<file path="config.mk">
export PLATFORM = sky130hd
export DESIGN_NAME = axi_simple_master
export DESIGN_NICKNAME = d
export VERILOG_FILES = /design/src/rtl/axi_simple_master.sv
export SDC_FILE = /design/constraint.sdc
export NUM_CORES = 1
export LEC_CHECK = 0
export ABC_AREA = 1
export CAP_MARGIN = 5
export CORE_UTILIZATION = 31
export DETAILED_ROUTE_END_ITERATION = 7
export DONT_BUFFER_PORTS = 1
export PLACE_DENSITY_LB_ADDON = 0.2
export RECOVER_POWER = 25
export SYNTH_ARGS = -nofsm -noshare
export SYNTH_HDL_FRONTEND = slang
export SYNTH_SLANG_ARGS = --single-unit
</file>
<file path="constraint.sdc">
create_clock -name clk -period 1.55 [get_ports clk]
set_clock_uncertainty 0.2 [all_clocks]
set_input_delay 0.31 -clock clk [delete_from_list [all_inputs] [get_ports clk]]
set_output_delay 0.31 -clock clk [all_outputs]
set_load 0.05 [all_outputs]
</file>
<file path="src/rtl/axi_simple_master.sv">
// rtl/axi_simple_master.sv - single-outstanding AXI3 master, one 32-bit single-beat read or write per command
//
// Purpose: turns a valid/ready command handshake into one AXI3 transaction and
// reports completion with read data, response code, ID check and latency.
//
// Ports:
//   clk, rstn            clock (posedge) and asynchronous active-low reset
//   i_valid / o_ready    command handshake; o_ready is high only while idle
//   i_write              1 = write, 0 = read
//   i_addr               byte address, bits [1:0] driven as 0 on the bus
//   i_wdata, i_wstrb     write data and byte strobes
//   o_done               one-cycle completion pulse
//   o_rdata              read data, held until the next read completes
//   o_resp               BRESP/RRESP of the last transaction
//   o_idmis              last response ID differed from TXN_ID
//   o_lat                accept-to-done cycle count, saturating, held between commands
//   m_aw*, m_w*, m_b*, m_ar*, m_r*   AXI3 master channels (single beat, fixed ID)

module axi_simple_master #(
    parameter int IWIDTH = 12,
    parameter int TXN_ID = 0,
    parameter int LAT_W  = 16
) (
    input  logic              clk,
    input  logic              rstn,
    input  logic              i_valid,
    output logic              o_ready,
    input  logic              i_write,
    input  logic [31:0]       i_addr,
    input  logic [31:0]       i_wdata,
    input  logic [3:0]        i_wstrb,
    output logic              o_done,
    output logic [31:0]       o_rdata,
    output logic [1:0]        o_resp,
    output logic              o_idmis,
    output logic [LAT_W-1:0]  o_lat,
    output logic [IWIDTH-1:0] m_awid,
    output logic [31:0]       m_awaddr,
    output logic [3:0]        m_awlen,
    output logic [2:0]        m_awsize,
    output logic [1:0]        m_awburst,
    output logic [1:0]        m_awlock,
    output logic [3:0]        m_awcache,
    output logic [2:0]        m_awprot,
    output logic              m_awvalid,
    input  logic              m_awready,
    output logic [IWIDTH-1:0] m_wid,
    output logic [31:0]       m_wdata,
    output logic [3:0]        m_wstrb,
    output logic              m_wlast,
    output logic              m_wvalid,
    input  logic              m_wready,
    input  logic [IWIDTH-1:0] m_bid,
    input  logic [1:0]        m_bresp,
    input  logic              m_bvalid,
    output logic              m_bready,
    output logic [IWIDTH-1:0] m_arid,
    output logic [31:0]       m_araddr,
    output logic [3:0]        m_arlen,
    output logic [2:0]        m_arsize,
    output logic [1:0]        m_arburst,
    output logic [1:0]        m_arlock,
    output logic [3:0]        m_arcache,
    output logic [2:0]        m_arprot,
    output logic              m_arvalid,
    input  logic              m_arready,
    input  logic [IWIDTH-1:0] m_rid,
    input  logic [31:0]       m_rdata,
    input  logic [1:0]        m_rresp,
    input  logic              m_rlast,
    input  logic              m_rvalid,
    output logic              m_rready
);

    localparam logic [IWIDTH-1:0] TXN     = IWIDTH'(TXN_ID);
    localparam logic [LAT_W-1:0]  LAT_MAX = '1;

    typedef enum logic [2:0] {
        IDLE  = 3'd0,
        WADDR = 3'd1,
        WRESP = 3'd2,
        RADDR = 3'd3,
        RDATA = 3'd4
    } state_t;

    state_t            state, state_nxt;
    logic [31:0]       addr_q;
    logic [31:0]       wdata_q;
    logic [3:0]        wstrb_q;
    logic              aw_pend, w_pend;
    logic [LAT_W-1:0]  lat_q, lat_inc;
    logic              accept, b_evt, r_evt;

    // RLAST is meaningless for single-beat reads; address LSBs are never driven.
    logic unused_inputs;
    assign unused_inputs = ^{m_rlast, i_addr[1:0]};

    assign accept  = i_valid && o_ready;
    assign lat_inc = (lat_q == LAT_MAX) ? lat_q : lat_q + LAT_W'(1);

    // Constant bus fields: one 4-byte INCR beat with this master's ID.
    assign m_awid    = TXN;
    assign m_awaddr  = addr_q;
    assign m_awlen   = 4'd0;
    assign m_awsize  = 3'b010;
    assign m_awburst = 2'b01;
    assign m_awlock  = 2'b00;
    assign m_awcache = 4'd0;
    assign m_awprot  = 3'd0;
    assign m_wid     = TXN;
    assign m_wdata   = wdata_q;
    assign m_wstrb   = wstrb_q;
    assign m_wlast   = 1'b1;
    assign m_arid    = TXN;
    assign m_araddr  = addr_q;
    assign m_arlen   = 4'd0;
    assign m_arsize  = 3'b010;
    assign m_arburst = 2'b01;
    assign m_arlock  = 2'b00;
    assign m_arcache = 4'd0;
    assign m_arprot  = 3'd0;

    always_ff @(posedge clk or negedge rstn) begin
        if (!rstn) begin
            state   <= IDLE;
            addr_q  <= '0;
            wdata_q <= '0;
            wstrb_q <= '0;
            aw_pend <= 1'b0;
            w_pend  <= 1'b0;
            lat_q   <= '0;
            o_done  <= 1'b0;
            o_rdata <= '0;
            o_resp  <= '0;
            o_idmis <= 1'b0;
            o_lat   <= '0;
        end else begin
            state  <= state_nxt;
            o_done <= b_evt || r_evt;
            if (accept) begin
                addr_q  <= {i_addr[31:2], 2'b00};
                wdata_q <= i_wdata;
                wstrb_q <= i_wstrb;
                aw_pend <= i_write;
                w_pend  <= i_write;
                lat_q   <= LAT_W'(1);
            end else begin
                if (state != IDLE) begin
                    lat_q <= lat_inc;
                end
                // Each write channel retires independently; its VALID falls next cycle.
                if (m_awvalid && m_awready) begin
                    aw_pend <= 1'b0;
                end
                if (m_wvalid && m_wready) begin
                    w_pend <= 1'b0;
                end
            end
            // lat_inc accounts for the cycle in which o_done becomes visible.
            if (b_evt) begin
                o_resp  <= m_bresp;
                o_idmis <= (m_bid != TXN);
                o_lat   <= lat_inc;
            end
            if (r_evt) begin
                o_rdata <= m_rdata;
                o_resp  <= m_rresp;
                o_idmis <= (m_rid != TXN);
                o_lat   <= lat_inc;
            end
        end
    end

    always_comb begin
        state_nxt = state;
        o_ready   = 1'b0;
        m_awvalid = 1'b0;
        m_wvalid  = 1'b0;
        m_bready  = 1'b0;
        m_arvalid = 1'b0;
        m_rready  = 1'b0;
        b_evt     = 1'b0;
        r_evt     = 1'b0;
        case (state)
            IDLE: begin
                o_ready = 1'b1;
                if (i_valid) begin
                    state_nxt = i_write ? WADDR : RADDR;
                end
            end
            WADDR: begin
                m_awvalid = aw_pend;
                m_wvalid  = w_pend;
                if ((!aw_pend || m_awready) && (!w_pend || m_wready)) begin
                    state_nxt = WRESP;
                end
            end
            WRESP: begin
                m_bready = 1'b1;
                if (m_bvalid) begin
                    b_evt     = 1'b1;
                    state_nxt = IDLE;
                end
            end
            RADDR: begin
                m_arvalid = 1'b1;
                if (m_arready) begin
                    state_nxt = RDATA;
                end
            end
            RDATA: begin
                m_rready = 1'b1;
                if (m_rvalid) begin
                    r_evt     = 1'b1;
                    state_nxt = IDLE;
                end
            end
            default: state_nxt = IDLE;
        endcase
    end

endmodule

</file>
**Run 1: sequential cells colored by netlist name**

Other sequential cells in the stronger gray, the rest of the logic in the fainter gray.
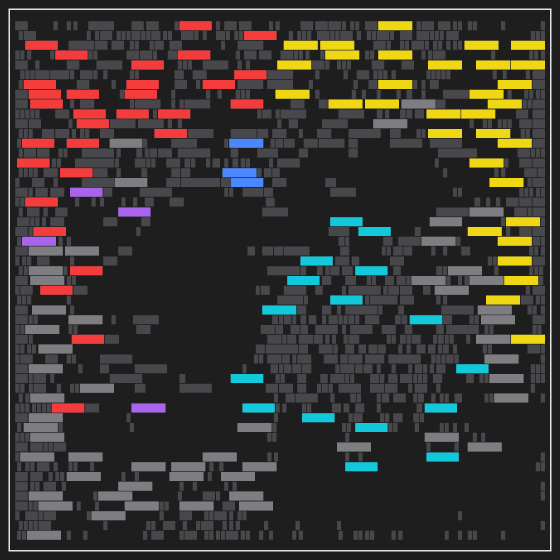
[red] m_araddr | sequential cells: 30 | where: north-west
[purple] m_wstrb | sequential cells: 4
[yellow] o_rdata | sequential cells: 32 | where: north-east
[cyan] lat_q | sequential cells: 16
[blue] state | sequential cells: 3
not colored: 54
sequential power: 9.82 mW
register fraction of the total cell area: 36.3%
Flop area: 3590 µm²
fin util: 46.6%

**Run 1: clock distribution**

Bar = 50 µm.
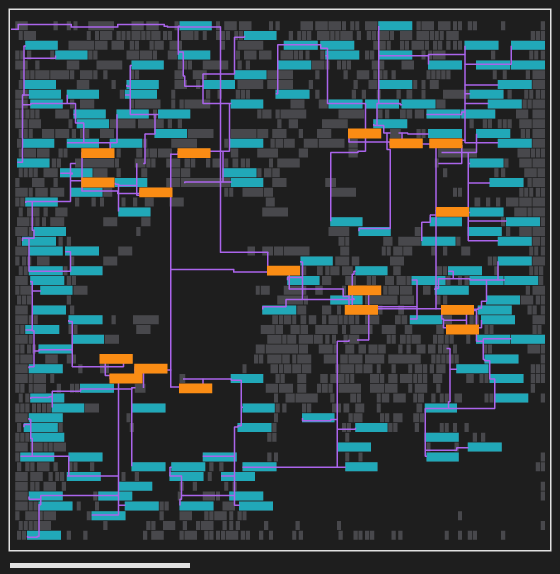
[cyan] flip-flops | count: 139
[orange] cells driving clock nets | count: 17
[purple] clock wires | length: 1,930 µm
flops lie: spread over the die
P_clk: 4.11 mW
Clock power frac: 17.5%
clk_lat worst skew: 410 ps

**Run 1: drive-strength map**

Bar = 50 µm.
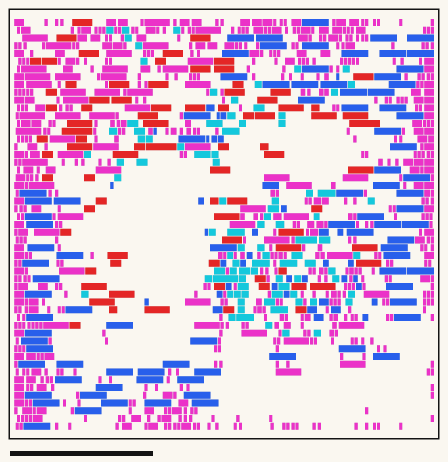
[magenta] drive 1 or less | cells: 747 | share: 72%
[red] drive 6 and up | cells: 82 | share: 7.9%
[cyan] drive 3 to 4 | cells: 89 | share: 8.5%
[blue] drive 2 | cells: 126 | share: 12%
final instance area: 9890 µm²
bufs w/o clock: 225

## run 1: final timing paths
path / from / to / slack [ps] / cells past startpoint
setup / recovery: state[1] / m_awvalid / -420 / 4
hold / removal: rstn / o_lat[15] / -610 / 0
setup reg to reg: state[1] / w_pend / -200 / 8
hold reg to reg: aw_pend / aw_pend / 300 / 2
max in group asynchronous: rstn / m_wdata[29] / 1440 / 0
min in group clk: m_rid[0] / o_idmis / 30 / 6
## run 1: where the power goes
group | total (mW) | leakage [nW] | internal [mW] | switching (mW)
Combinational | 9.62 | 3.02 | 3.30 | 6.32
Sequential | 9.82 | 1.66 | 5.27 | 4.55
Clock | 4.11 | 0.283 | 2.54 | 1.57
Total | 23.6 | 4.97 | 11.1 | 12.4
## run 1: kinds of logic (layout without fill, tap and decap cells)
family	Yosys count	in the layout	share of synthesized area, %
flops	139	139	51.3
xor+xnor	3	3	0.388
compound gates	22	22	1.79
other cells	2	77	0.111
fa+ha+maj	1	1	0.185
buf+inv	170	294	16.3
simple gates	508	508	30.0
## run 1: registers in the layout, summed over array words and instances, names as in the netlist
register and flops:
m_wdata 32, o_rdata 32, m_araddr 30, lat_q 16, o_lat 16, m_wstrb 4, state 3, o_resp 2
aw_pend 1, o_done 1, o_idmis 1, w_pend 1
## run 1: stage by stage
step | area, µm² | util [%] | TNS [ps]
2_1_floorplan | 7150 | - | -378
3_3_place_gp | 7480 | 35.2 | -4860
3_5_place_dp | 7480 | 35.2 | -7520
4_1_cts | 9560 | 45.1 | -17990
5_1_grt | 9890 | 46.6 | -30440
6_report | 9890 | 46.6 | -16100
## run 1: routing by layer
| metal | up-vias | GRT usage, % |
|---|---|---|
| li1 | 2769 | - |
| met1 | 2625 | 19.1 |
| met4 | 0 | 5.30 |
| met3 | 14 | 5.18 |
| met5 | - | 0 |
| met2 | 244 | 28.9 |
## run 1: what timing repair did
action / in CTS / in global routing
setup buffers: 9 / 8
pin swaps: 11 / 22
resized: 126 / 67
endpoints found under the setup margin: 252 / 179
endpoints found under the hold margin: 245 / 139
cloned: 0 / 1
## run 1: cell type report
class                      instances  share of cell area (%)
clock inverter                    13                    1.68
timing repair buffer             225                    24.3
tap                              275                    3.48
inverter                          38                    1.75
clock buffer                      18                    4.34
multi-input combinational        611                    28.2
sequential                       139                    36.3
## run 1: critical path, delay by kind of cell (launching register included)
kind | cells | cell delay [ps]
buf+inv | 2 | 240
simple gates | 2 | 350
flops | 1 | 450
==> job_summary.md, run 1 <==
## PnR job results

| Metric | Value |
|---|---|
| Status | finished, violations left |
| Failing checks | negative hold slack, negative setup slack |
| CTS tree | done |
| Crit start category | flip-flop |
| Iteration-0 DRC Markers | 198 |
| Min-delay worst type | in2async |
| Fmax | 509 MHz |
| Crit path DAT | 1460 ps |
| Synth async-reset ratio | 100% |
| Die height | 150 µm |
| Post-synth EDFFs | 0 |
| Initial Utilization | 31.9% |
| Leak Pwr | 4.97 nW |
| Post-route setup slack | -416 ps |
| Synth area leaders | dfrtp_1 51%, nand2_1 24%, buf_4 13% |
| Kind of critical path | reg2out |
| Total power | 23.6 mW |
| Gr usage total | 16.5% |
| CTS clk-pin slew, worst paths | 60 ps |
| Fill count | 1,988 |
| Most numerous logic cells after layout | 414 x nand2_1, 116 x dlygate4sd3_1, 88 x dfrtp_2 |
| WHS | -611 ps |
| Max Cap Violations | 0 |
| Drt wl/cell | 14.2 µm |
| Ys cells | 845 |
| Final Setup Violations | 128 |
| Initial antenna violation count | 0 |
| Diodes inserted | 0 |
| Pwr dens | 2380 nW/µm² |
| Seq share, synth | 51.3% |
| Worst path cell trace | nor3_4, inv_2, nor2_4, buf_12 |
| Post-Route WL | 18.7 mm |
| DP Worst Slack | -119 ps |
| Hold Vio Cnt, Final | 139 |
| Std-Cell Rows | 53 |
| Nets | 1,171 |
| H-tree levels | 4 |
| MI comb area | 2790 µm² |
| Dominant cell area share | 51.3% |
| Global placement routability congestion | 0.800 |
| Commonest Layout Cell | nand2_1 |
| Vias in the first global route | 5,722 |
**Run 1: clock wiring as the flow saved it**

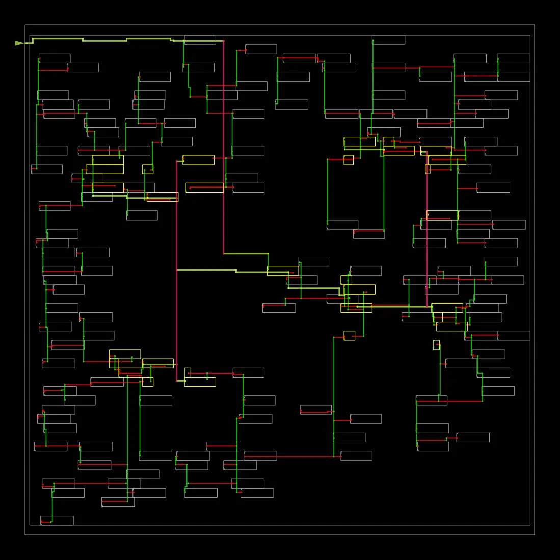

==> inputs of run 2 (changes only) <==
PLACE_DENSITY = 0.56   (was unset)
PLACE_DENSITY_LB_ADDON = unset   (was 0.2)
**Run 2: clock wiring as the flow saved it**

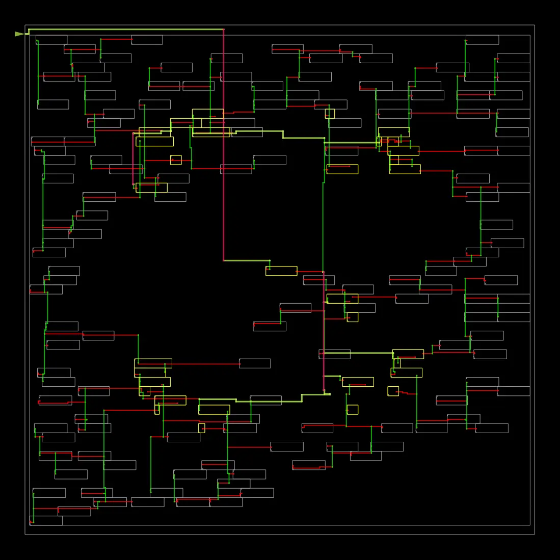
Sink Count: 139
Num CTS Buffers: 17
CLK BUF: 19
P_clk: 4.19 mW
flop count: 139

**Run 2: sequential cells colored by netlist name**

Other sequential cells in the stronger gray, the rest of the logic in the fainter gray.
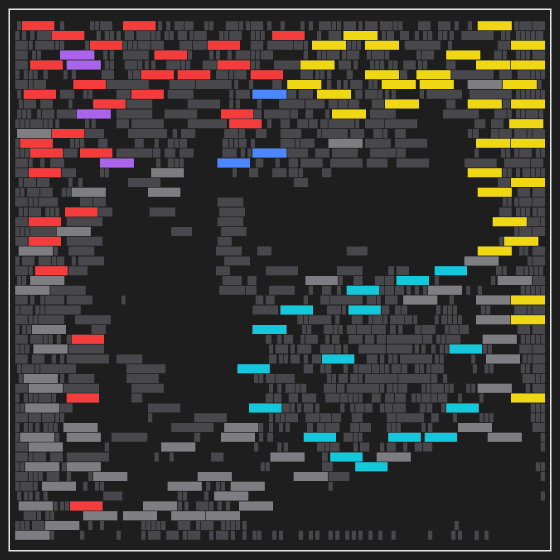
[cyan] lat_q | sequential cells: 16
[purple] m_wstrb | sequential cells: 4 | where: north-west
[yellow] o_rdata | sequential cells: 32
[red] m_araddr | sequential cells: 30 | where: north-west
[blue] state | sequential cells: 3
not colored: 54
register fraction of the total cell area: 32.7%
Flop area: 3590 µm²
fin util: 51.8%
sequential power: 9.85 mW

**Run 2: clock distribution**

Bar = 50 µm.
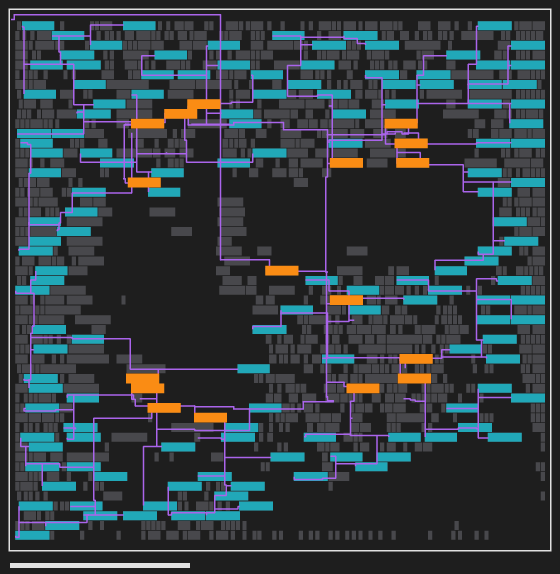
[orange] cells driving clock nets | count: 17
[purple] clock wires | length: 2,040 µm
[cyan] flip-flops | count: 139
flops lie: spread over the die
routed clock nets: 18
Clock power frac: 16.2%

==> job_summary.md, run 2 <==
## PnR job results

| Metric | Value |
|---|---|
| Status | finished, violations left (unchanged) |
| Ys cells | 845 (unchanged) |
| Final instance area | 11,000 µm² (was 9890 µm²) |
| Crit path DAT | 1450 ps (was 1460 ps) |
| Nets | 1,222 (was 1,171) |
| Initial Utilization | 31.9% (unchanged) |
| Reg2reg start | state[0] (was state[1]) |
| CP delay by family, top | buffers and inverters (was flip-flops) |
| Most numerous logic cells after layout | 408 x nand2_1, 124 x dlygate4sd3_1, 90 x dfrtp_2 (was 414 x nand2_1, 116 x dlygate4sd3_1, 88 x dfrtp_2) |
| Post-route setup slack | -406 ps (was -416 ps) |
| Fmax | 511 MHz (was 509 MHz) |
| Worst setup path end | m_rready (was m_awvalid) |
| R2r endpoint | m_wdata[13] (was w_pend) |
| CTS tree | done (unchanged) |
| Drt wl/cell | 16.6 µm (was 14.2 µm) |
| Seq share, synth | 51.3% (unchanged) |
| Crit start category | flip-flop (unchanged) |
| Commonest Layout Cell | nand2_1 (unchanged) |
| DP Worst Slack | -114 ps (was -119 ps) |
| Synth async-reset ratio | 100% (unchanged) |
| H-tree levels | 4 (unchanged) |
| Diodes inserted | 0 (unchanged) |
| Std-Cell Rows | 53 (unchanged) |
| Dominant cell area share | 51.3% (unchanged) |
| Pwr dens | 2350 nW/µm² (was 2380 nW/µm²) |
| Min-delay worst type | in2async (unchanged) |
| Post-synth EDFFs | 0 (unchanged) |
| Placed cell area | 7370 µm² (was 7480 µm²) |
| Leak Pwr | 5.51 nW (was 4.97 nW) |
| Final Setup Violations | 143 (was 128) |
| Post-Route WL | 22.8 mm (was 18.7 mm) |
| WHS | -605 ps (was -611 ps) |
| Total power | 25.9 mW (was 23.6 mW) |
| Initial antenna violation count | 0 (unchanged) |
| Clk_lat worst skew | 410 ps (about the same) |
| Hold Vio Cnt, Final | 139 (unchanged) |
| Gr usage total | 19.4% (was 16.5%) |
| Global placement routability congestion | 0.802 (was 0.800) |
| R2R depth | 11 (was 8) |
| Failing checks | negative hold slack, negative setup slack (unchanged) |
| Synth area leaders | dfrtp_1 51%, nand2_1 24%, buf_4 13% (unchanged) |
==> run 2: per-layer routing <==
metal	vias to the layer above	global-route usage, %	part of all wire (%)
met2	294	36.1	53
li1	2883	-	-
met5	-	0	0
met1	2855	21.1	38
met3	37	5.30	7.4
met4	0	5.76	1.7
==> run 2: cell families (layout without fill, tap and decap cells) <==
group / count (synthesis) / after routing / share of synthesized area, %
simple gates: 508 / 509 / 30.0
fa+ha+maj: 1 / 1 / 0.185
xor+xnor: 3 / 3 / 0.388
other cells: 2 / 77 / 0.111
flops: 139 / 139 / 51.3
compound gates: 22 / 22 / 1.79
buf+inv: 170 / 345 / 16.3
==> run 2: worst min path at each step <==
stage | start | to | slack, ps | cells after the start
after detailed placement | rstn | o_lat[9] | -180 | 0
after global routing | rstn | o_lat[3] | -630 | 0
after floorplan | rstn | aw_pend | -190 | 0
final | rstn | o_lat[9] | -600 | 0
after CTS | rstn | m_wdata[18] | -630 | 0
after global placement | rstn | o_lat[9] | -180 | 0
==> run 2: repair_timing <==
item                                    4_1_cts  5_1_grt
buffers inserted                             25       10
hold endpoints to repair                    245      139
pin swaps                                    11       18
gates resized                               181       68
cloned                                       24        5
endpoints found under the setup margin      268      165
==> run 2: layout make-up <==
| class | count | area [µm²] |
|---|---|---|
| Sequential cell | 139 | 3590 |
| Timing Repair inverter | 3 | 36.3 |
| Tap cell | 275 | 344 |
| Timing Repair Buffer | 272 | 3440 |
| Inverter | 38 | 198 |
| Multi-Input combinational cell | 612 | 2780 |
| Fill cell | 1864 | 10200 |
| Clock inverter | 13 | 168 |
| Clock buffer | 19 | 433 |
==> run 2: report_power, final <==
part	switching (mW)	internal, mW	leakage (nW)
sequential	4.58	5.27	1.66
clock	1.64	2.55	0.288
combinational	7.01	4.82	3.56
total	13.2	12.6	5.51
**Run 2: M4 wires**

Supply wires on this layer in gray.
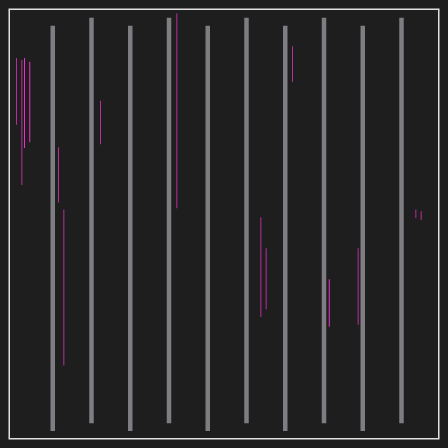

==> inputs of run 3 (changes only) <==
CORE_AREA = 2 2 142 144   (was unset)
CORE_UTILIZATION = unset   (was 31)
DIE_AREA = 0 0 144 146   (was unset)
HOLD_SLACK_MARGIN = 0.1   (was unset)
PLACE_DENSITY = 0.61   (was 0.56)
**Run 3: M4 wires**

Supply wires on this layer in gray.
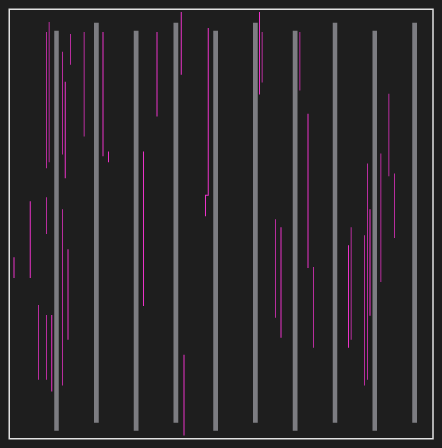
share of all routed wire: 4.4%
main direction: vertical
via count: 6,480
Post-Route WL: 27.0 mm

**Run 3: clock wiring as the flow saved it**

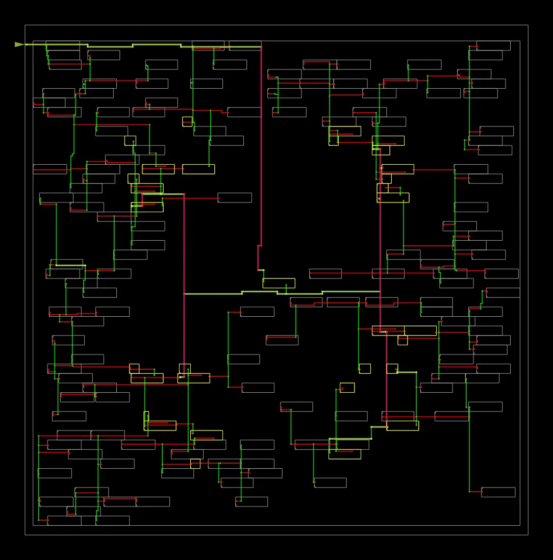
P_clk: 3.88 mW
clk_lat worst skew: 420 ps

==> job_summary.md, run 3 <==
## PnR job results

| Metric | Value |
|---|---|
| Final Setup Violations | 149 (was 143) |
| H-tree levels | 4 (unchanged) |
| R2r setup slk | -400 ps (was -330 ps) |
| Diodes inserted | 0 (unchanged) |
| Met3 wire len | 2.30 mm (was 1.68 mm) |
| Worst setup path end | m_awvalid (was m_rready) |
| Std-Cell Rows | 51 (was 53) |
| Crit start category | flip-flop (unchanged) |
| Initial Utilization | 35.1% (was 31.9%) |
| Reg2reg start | state[0] (unchanged) |
| Synth async-reset ratio | 100% (unchanged) |
| Status | finished, violations left (unchanged) |
| Final instance area | 11,900 µm² (was 11,000 µm²) |
| Crit path DAT | 1470 ps (was 1450 ps) |
| Initial antenna violation count | 0 (unchanged) |
| Met1 WL | 9.14 mm (was 8.65 mm) |
| Hold Vio Cnt, Final | 139 (unchanged) |
| Gate power share | 49.1% (was 45.7%) |
| Leak Pwr | 5.76 nW (was 5.51 nW) |
| Die height | 146 µm (was 150 µm) |
| Sequential power share | 37.0% (was 38.1%) |
| CTS tree | done (unchanged) |
| CTS clk-pin slew, worst paths | 60 ps (about the same) |
| Synth area leaders | dfrtp_1 51%, nand2_1 24%, buf_4 13% (unchanged) |
| Worst path cell trace | nor3_4, inv_2, nor2_4, buf_12 (was buf_4, nor2_4, nand2_2, clkinv_4, buf_4, buf_8) |
| Dominant cell area share | 51.3% (unchanged) |
| Commonest Layout Cell | nand2_1 (unchanged) |
| Vias in the first global route | 6,583 (was 6,130) |
| Placed cell area | 7360 µm² (was 7370 µm²) |
| Most numerous logic cells after layout | 208 x nand2_1, 148 x nand2_2, 133 x dlygate4sd3_1 (was 408 x nand2_1, 124 x dlygate4sd3_1, 90 x dfrtp_2) |
| Min-delay worst type | in2async (unchanged) |
| Metal2 WL | 14.3 mm (was 12.1 mm) |
| Ys cells | 845 (unchanged) |
| Failing checks | negative hold slack, negative setup slack (unchanged) |
| Sink Count | 139 (unchanged) |
| Max Cap Violations | 0 (unchanged) |
| Fmax | 505 MHz (was 511 MHz) |
| Post-route setup slack | -432 ps (was -406 ps) |
| Iteration-0 DRC Markers | 316 (was 220) |
| Num CTS Buffers | 17 (unchanged) |
| Sw Share | 53.6% (was 51.1%) |
| WHS | -615 ps (was -605 ps) |
| Worst setup path start | state[1] (was state[0]) |
| Pwr dens | 2350 nW/µm² (about the same) |
| Int Power | 12.9 mW (was 12.6 mW) |
| Gr usage total | 21.6% (was 19.4%) |
| Drt wl/cell | 19.7 µm (was 16.6 µm) |
**Run 3: clock distribution**

Bar = 50 µm.
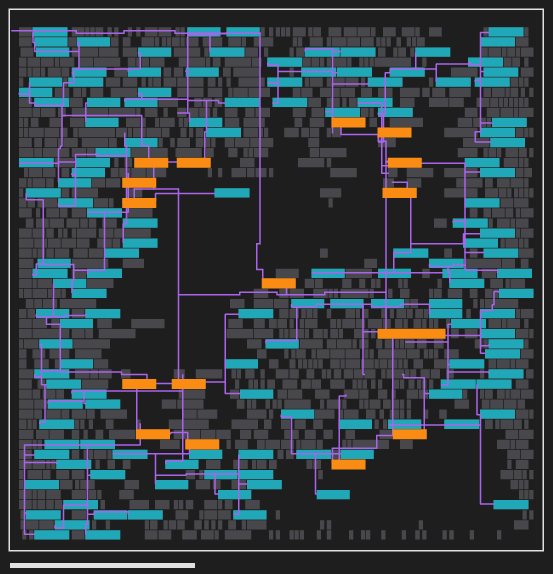
[orange] cells driving clock nets | count: 17
[purple] clock wires | length: 2,070 µm
[cyan] flip-flops | count: 139
flops lie: spread over the die
Clock power frac: 13.9%

[run 3: timing repair]
item                                    4_1_cts  5_1_grt
hold endpoints to repair                    246      140
endpoints found under the setup margin      247      175
resized                                     298      302
cloned                                       20        7
hold buffers                                132        1
setup buffers                                26       20
pin swaps                                    80      109
[run 3: worst min-delay path by stage]
stage,startpoint,to,slack (ps),cells after the start
after floorplan,rstn,aw_pend,-190,0
after CTS,rstn,o_lat[14],-630,0
after global placement,rstn,o_rdata[5],-180,0
after detailed placement,rstn,o_rdata[5],-180,0
final,rstn,o_rdata[5],-610,0
after global routing,rstn,o_rdata[5],-640,0
[run 3: metal layers]
| metal | track usage [%] | vias to the layer above |
|---|---|---|
| li1 | - | 2907 |
| met1 | 22.9 | 3132 |
| met2 | 39.5 | 361 |
| met3 | 6.32 | 80 |
| met4 | 8.68 | 0 |
| met5 | 0 | - |
[run 3: kinds of logic (layout without fill, tap and decap cells)]
| kind of cell | after synthesis | count (layout) | share of synthesized area (%) |
|---|---|---|---|
| fa+ha+maj | 1 | 1 | 0.185 |
| other cells | 2 | 77 | 0.111 |
| flops | 139 | 139 | 51.3 |
| xor+xnor | 3 | 3 | 0.388 |
| buf+inv | 170 | 352 | 16.3 |
| compound gates | 22 | 22 | 1.79 |
| simple gates | 508 | 509 | 30.0 |
[run 3: cell type report]
| class | count | area [µm²] |
|---|---|---|
| inverter | 38 | 214 |
| sequential | 139 | 3590 |
| timing repair inverter | 1 | 16.3 |
| clock buffer | 19 | 443 |
| fill | 1470 | 7440 |
| clock inverter | 13 | 109 |
| timing repair buffer | 281 | 3450 |
| tap | 265 | 332 |
| multi-input combinational | 612 | 3730 |
[run 3: through the flow]
step / instances / hold slack, ps / power, mW / utilization, % / TNS [ps]
final: 1368 / -615 / 27.9 / 61.5 / -36830
after global placement: 1142 / -183 / 17.7 / 38.1 / -5300
after floorplan: 920 / -186 / 16.0 / - / -378
after global routing: 1368 / -637 / 28.9 / 61.5 / -45720
after CTS: 1350 / -635 / 25.2 / 55.1 / -29090
after detailed placement: 1142 / -183 / 17.8 / 38.1 / -8220
[run 3: critical path, delay by kind of cell (launching register included)]
| family | cells | cell delay [ps] |
|---|---|---|
| flip-flops | 1 | 440 |
| AND/OR/NAND/NOR | 2 | 360 |
| buffers and inverters | 2 | 240 |
[run 3: power groups by stage]
stage | clock (mW) | combinational, mW | sequential (mW)
floorplan | 0 | 5.30 | 10.7
global placement | 0 | 8.14 | 9.56
detailed placement | 0 | 8.28 | 9.56
CTS | 3.96 | 11.3 | 9.89
global route | 4.12 | 14.4 | 10.4
finish | 3.88 | 13.7 | 10.3
Power is estimated from default activity; no workload was simulated.
